### config.mk
export PLATFORM = sky130hd
export DESIGN_NAME = pipe_stage_reg
export DESIGN_NICKNAME = d
export VERILOG_FILES = /design/src/rtl/pipe_stage_reg_pkg.sv /design/src/rtl/pipe_skid_buf.sv /design/src/rtl/pipe_stage_reg.sv
export SDC_FILE = /design/constraint.sdc
export NUM_CORES = 1
export LEC_CHECK = 0
export ABC_AREA = 1
export CORE_MARGIN = 10
export CORE_UTILIZATION = 25
export DETAILED_ROUTE_END_ITERATION = 16
export PLACE_DENSITY = 0.49
export SETUP_SLACK_MARGIN = 0.4
export SYNTH_ARGS = -nofsm -noshare
export SYNTH_HDL_FRONTEND = slang
export SYNTH_SLANG_ARGS = --single-unit
### constraint.sdc
create_clock -name clk -period 2.45 [get_ports clk]
set_input_delay 0.3675 -clock clk [delete_from_list [all_inputs] [get_ports clk]]
set_output_delay 0.3675 -clock clk [all_outputs]
set_load 0.02 [all_outputs]
### src/rtl/pipe_stage_reg_pkg.sv
// Shared pipeline definitions: instruction type codes and the stage occupancy enum.
package pipe_stage_reg_pkg;

  localparam int OP_ALU = 0;
  localparam int OP_LW  = 1;
  localparam int OP_SW  = 2;
  localparam int OP_BR  = 3;
  localparam int OP_JAL = 4;

  typedef enum logic [1:0] {
    ST_EMPTY = 2'd0,
    ST_ONE   = 2'd1,
    ST_TWO   = 2'd2
  } stage_state_e;

endpackage

### src/rtl/pipe_skid_buf.sv
// Two-entry (main + skid) buffer with a registered in_ready; outputs come from main only.
// Handshake: a beat moves when valid & ready are both high at a clock edge; valid never waits on ready.
module pipe_skid_buf
  import pipe_stage_reg_pkg::*;
#(
  parameter int W = 39
) (
  input  logic         clk,
  input  logic         reset,
  input  logic         flush,
  input  logic         in_valid,
  output logic         in_ready,
  input  logic [W-1:0] in_payload,
  input  logic         out_ready,
  output logic [W-1:0] out_payload,
  output stage_state_e state
);

  stage_state_e state_q, state_d;
  logic [W-1:0] main_q, main_d;
  logic [W-1:0] skid_q, skid_d;
  logic         in_ready_q, in_ready_d;
  logic         in_xfer, out_xfer;

  assign in_xfer  = in_valid & in_ready_q;
  assign out_xfer = (state_q != ST_EMPTY) & out_ready;

  always_comb begin
    state_d = state_q;
    main_d  = main_q;
    skid_d  = skid_q;
    case (state_q)
      ST_EMPTY: begin
        if (in_xfer) begin
          main_d  = in_payload;
          state_d = ST_ONE;
        end
      end
      ST_ONE: begin
        if (in_xfer && !out_xfer) begin
          skid_d  = in_payload;
          state_d = ST_TWO;
        end else if (out_xfer && !in_xfer) begin
          state_d = ST_EMPTY;
        end else if (in_xfer && out_xfer) begin
          main_d = in_payload;
        end
      end
      ST_TWO: begin
        // in_ready is low here, so only a drain can happen
        if (out_xfer) begin
          main_d  = skid_q;
          state_d = ST_ONE;
        end
      end
      default: state_d = ST_EMPTY;
    endcase
    if (flush) state_d = ST_EMPTY;
    in_ready_d = (state_d != ST_TWO);
  end

  always_ff @(posedge clk) begin
    if (reset) begin
      state_q    <= ST_EMPTY;
      main_q     <= '0;
      skid_q     <= '0;
      in_ready_q <= 1'b1;
    end else begin
      state_q    <= state_d;
      main_q     <= main_d;
      skid_q     <= skid_d;
      in_ready_q <= in_ready_d;
    end
  end

  assign in_ready    = in_ready_q;
  assign out_payload = main_q;
  assign state       = state_q;

endmodule

### src/rtl/pipe_stage_reg.sv
// Pipeline stage register with skid buffering and post-hazard squashing of memory (and
// optionally register-write) side effects for KILL_N beats after a load/taken branch/jump.
module pipe_stage_reg
  import pipe_stage_reg_pkg::*;
#(
  parameter int DATA_W     = 32,
  parameter int TYPE_W     = 4,
  parameter int KILL_N     = 1,
  parameter int KILL_REGWR = 0
) (
  input  logic              clk,
  input  logic              reset,
  input  logic              in_valid,
  output logic              in_ready,
  input  logic [DATA_W-1:0] in_data,
  input  logic [TYPE_W-1:0] in_type,
  input  logic              in_br_taken,
  input  logic              in_reg_wr_en,
  input  logic              in_is_load,
  input  logic              in_is_store,
  input  logic              flush,
  output logic              out_valid,
  input  logic              out_ready,
  output logic [DATA_W-1:0] out_data,
  output logic [TYPE_W-1:0] out_type,
  output logic              out_reg_wr_en,
  output logic              out_is_load,
  output logic              out_is_store,
  output logic              kill_active
);

  localparam int PW = DATA_W + TYPE_W + 3;
  localparam logic [1:0] KILL_LOAD = 2'(KILL_N);

  logic [1:0]    kill_q, kill_d;
  logic          in_xfer, hazard, squash;
  logic [PW-1:0] buf_in, buf_out;
  stage_state_e  buf_state;

  assign in_xfer = in_valid & in_ready;
  assign hazard  = (in_type == TYPE_W'(OP_LW)) ||
                   ((in_type == TYPE_W'(OP_BR)) && in_br_taken) ||
                   (in_type == TYPE_W'(OP_JAL));
  assign squash  = (kill_q != 2'd0);

  // A squashed beat keeps its data and type; only side-effect flags are cleared.
  assign buf_in = {in_data, in_type,
                   in_reg_wr_en & ~(squash & (KILL_REGWR != 0)),
                   in_is_load & ~squash,
                   in_is_store & ~squash};

  always_comb begin
    kill_d = kill_q;
    if (flush) begin
      kill_d = 2'd0;
    end else if (in_xfer) begin
      if (hazard) kill_d = KILL_LOAD;
      else if (squash) kill_d = kill_q - 2'd1;
    end
  end

  always_ff @(posedge clk) begin
    if (reset) kill_q <= 2'd0;
    else       kill_q <= kill_d;
  end

  pipe_skid_buf #(.W(PW)) u_skid (
    .clk        (clk),
    .reset      (reset),
    .flush      (flush),
    .in_valid   (in_valid),
    .in_ready   (in_ready),
    .in_payload (buf_in),
    .out_ready  (out_ready),
    .out_payload(buf_out),
    .state      (buf_state)
  );

  assign out_valid   = (buf_state != ST_EMPTY);
  assign kill_active = squash;
  assign {out_data, out_type, out_reg_wr_en, out_is_load, out_is_store} = buf_out;

endmodule

logic_types.png
(3 px per µm)
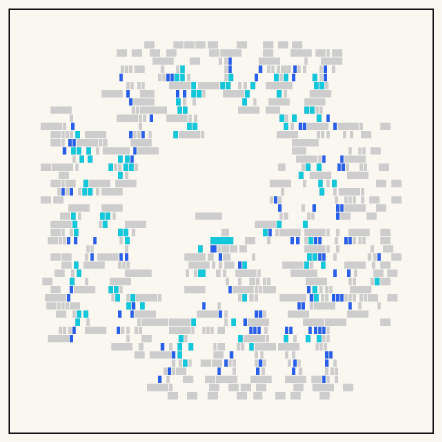
legend:
  cyan:
    family: inverting AOI/OAI gates
    cells: 100
  blue:
    family: NOR gates
    cells: 107
    where: spread over the die
logic share of the area: 31.3%
post-route insts no fill: 823
Commonest Layout Cell: nand2_1

io_fan.png
(3 px per µm)
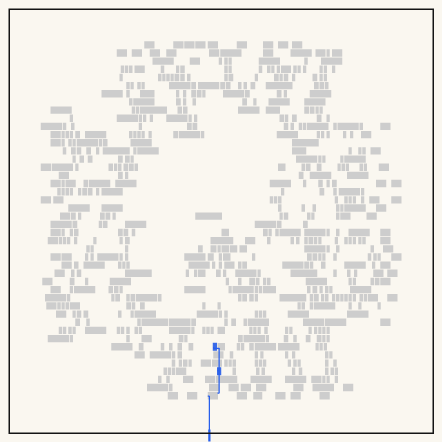
legend:
  blue:
    port: `reset`
    direction: input
    end_cells: 2
    buffers: 1
    wire: 30.2 µm
PortBufs: 86
I/O Pins: 87

flops_by_reg.png
(3 px per µm) Other sequential cells in the stronger gray, the rest of the logic in the fainter gray.
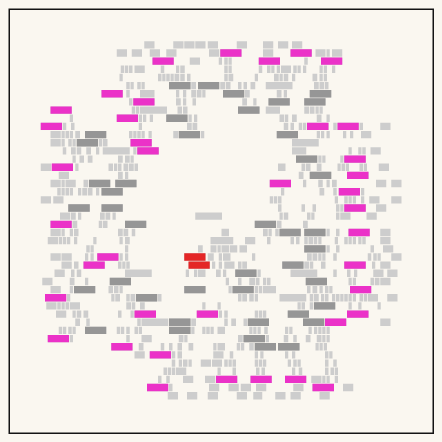
legend:
  magenta:
    name_in_the_netlist: `u_skid.out_payload`
    flops: 39
    where: spread over the die
  red:
    name_in_the_netlist: `u_skid.state`
    flops: 2
not colored: 42
Seq area share: 33.6%
Seq group: 0.00145 W
Reg area: 0.00166 mm²

==> results.py <==
# Auto-generated metrics
metrics = {
    "outcome": {
        "status": "finished clean",
    },
    "clock_tree": {
        "post_cts_buffers": 0,
        "clockBufferDepth": 2,
    },
    "power": {
        "p_clk_share_pct": 39.7,
        "cellPowerDensity_mw_per_mm2": 658,
        "p_leak_nw": 2.21,
        "pwr-share-comb_pct": 15.6,
        "pwr-share-seq_pct": 44.7,
        "pg_comb_w": 0.000508,
    },
    "layout": {
        "clk_share_pct": 5.67,
        "nNonClkBuffers": 94,
    },
    "yosys": {
        "top_cell_area_share_pct": 45.5,
        "ys_ff": 83,
        "syn_area_per_cell_um2": 6.49,
        "yosys.area.top_type": "dfxtp_1",
    },
    "worst_setup_path": {
        "r2r_slack_ps": 680,
        "cp.arrival_ps": 1520,
        "reg2reg_to": "u_skid.out_payload[25]$_SDFFE_PP0P_",
    },
    "timing": {
        "tightest_slew_ps": 586,
    },
    "global_route": {
        "grt_start_max_net_pins": 43,
    },
    "die": {
        "die_x_um": 141,
    },
    "placement": {
        "place_ws_ps": 510,
    },
}
==> registers in the layout, summed over array words and instances, names as in the netlist <==
| name | count |
|---|---|
| u_skid.in_ready | 1 |
| u_skid.state | 2 |
| kill_q | 2 |
| u_skid.out_payload | 39 |
| u_skid.skid_q | 39 |
==> metal layers <==
layer | track usage, % | wire length (µm) | vias up
met4 | 3.32 | 98 | 0
met1 | 12.2 | 4640 | 1552
met5 | 0 | 0 | -
met2 | 15.3 | 4370 | 73
li1 | - | - | 1842
met3 | 3.63 | 558 | 12
==> logic make-up after synthesis <==
family	Yosys count	synth area share, %
buffers and inverters	112	12.6
and+or+nand+nor	266	27.6
adders and majority gates	1	0.343
DFF	83	45.5
AOI/OAI and AO/OA	100	14.0
==> repair_timing <==
item                       CTS  global route
setup endpoints to repair    1             1
resized                      1             1
hold buffers                 0             0
No activity file was given, so power comes from the tool's default toggle rates.
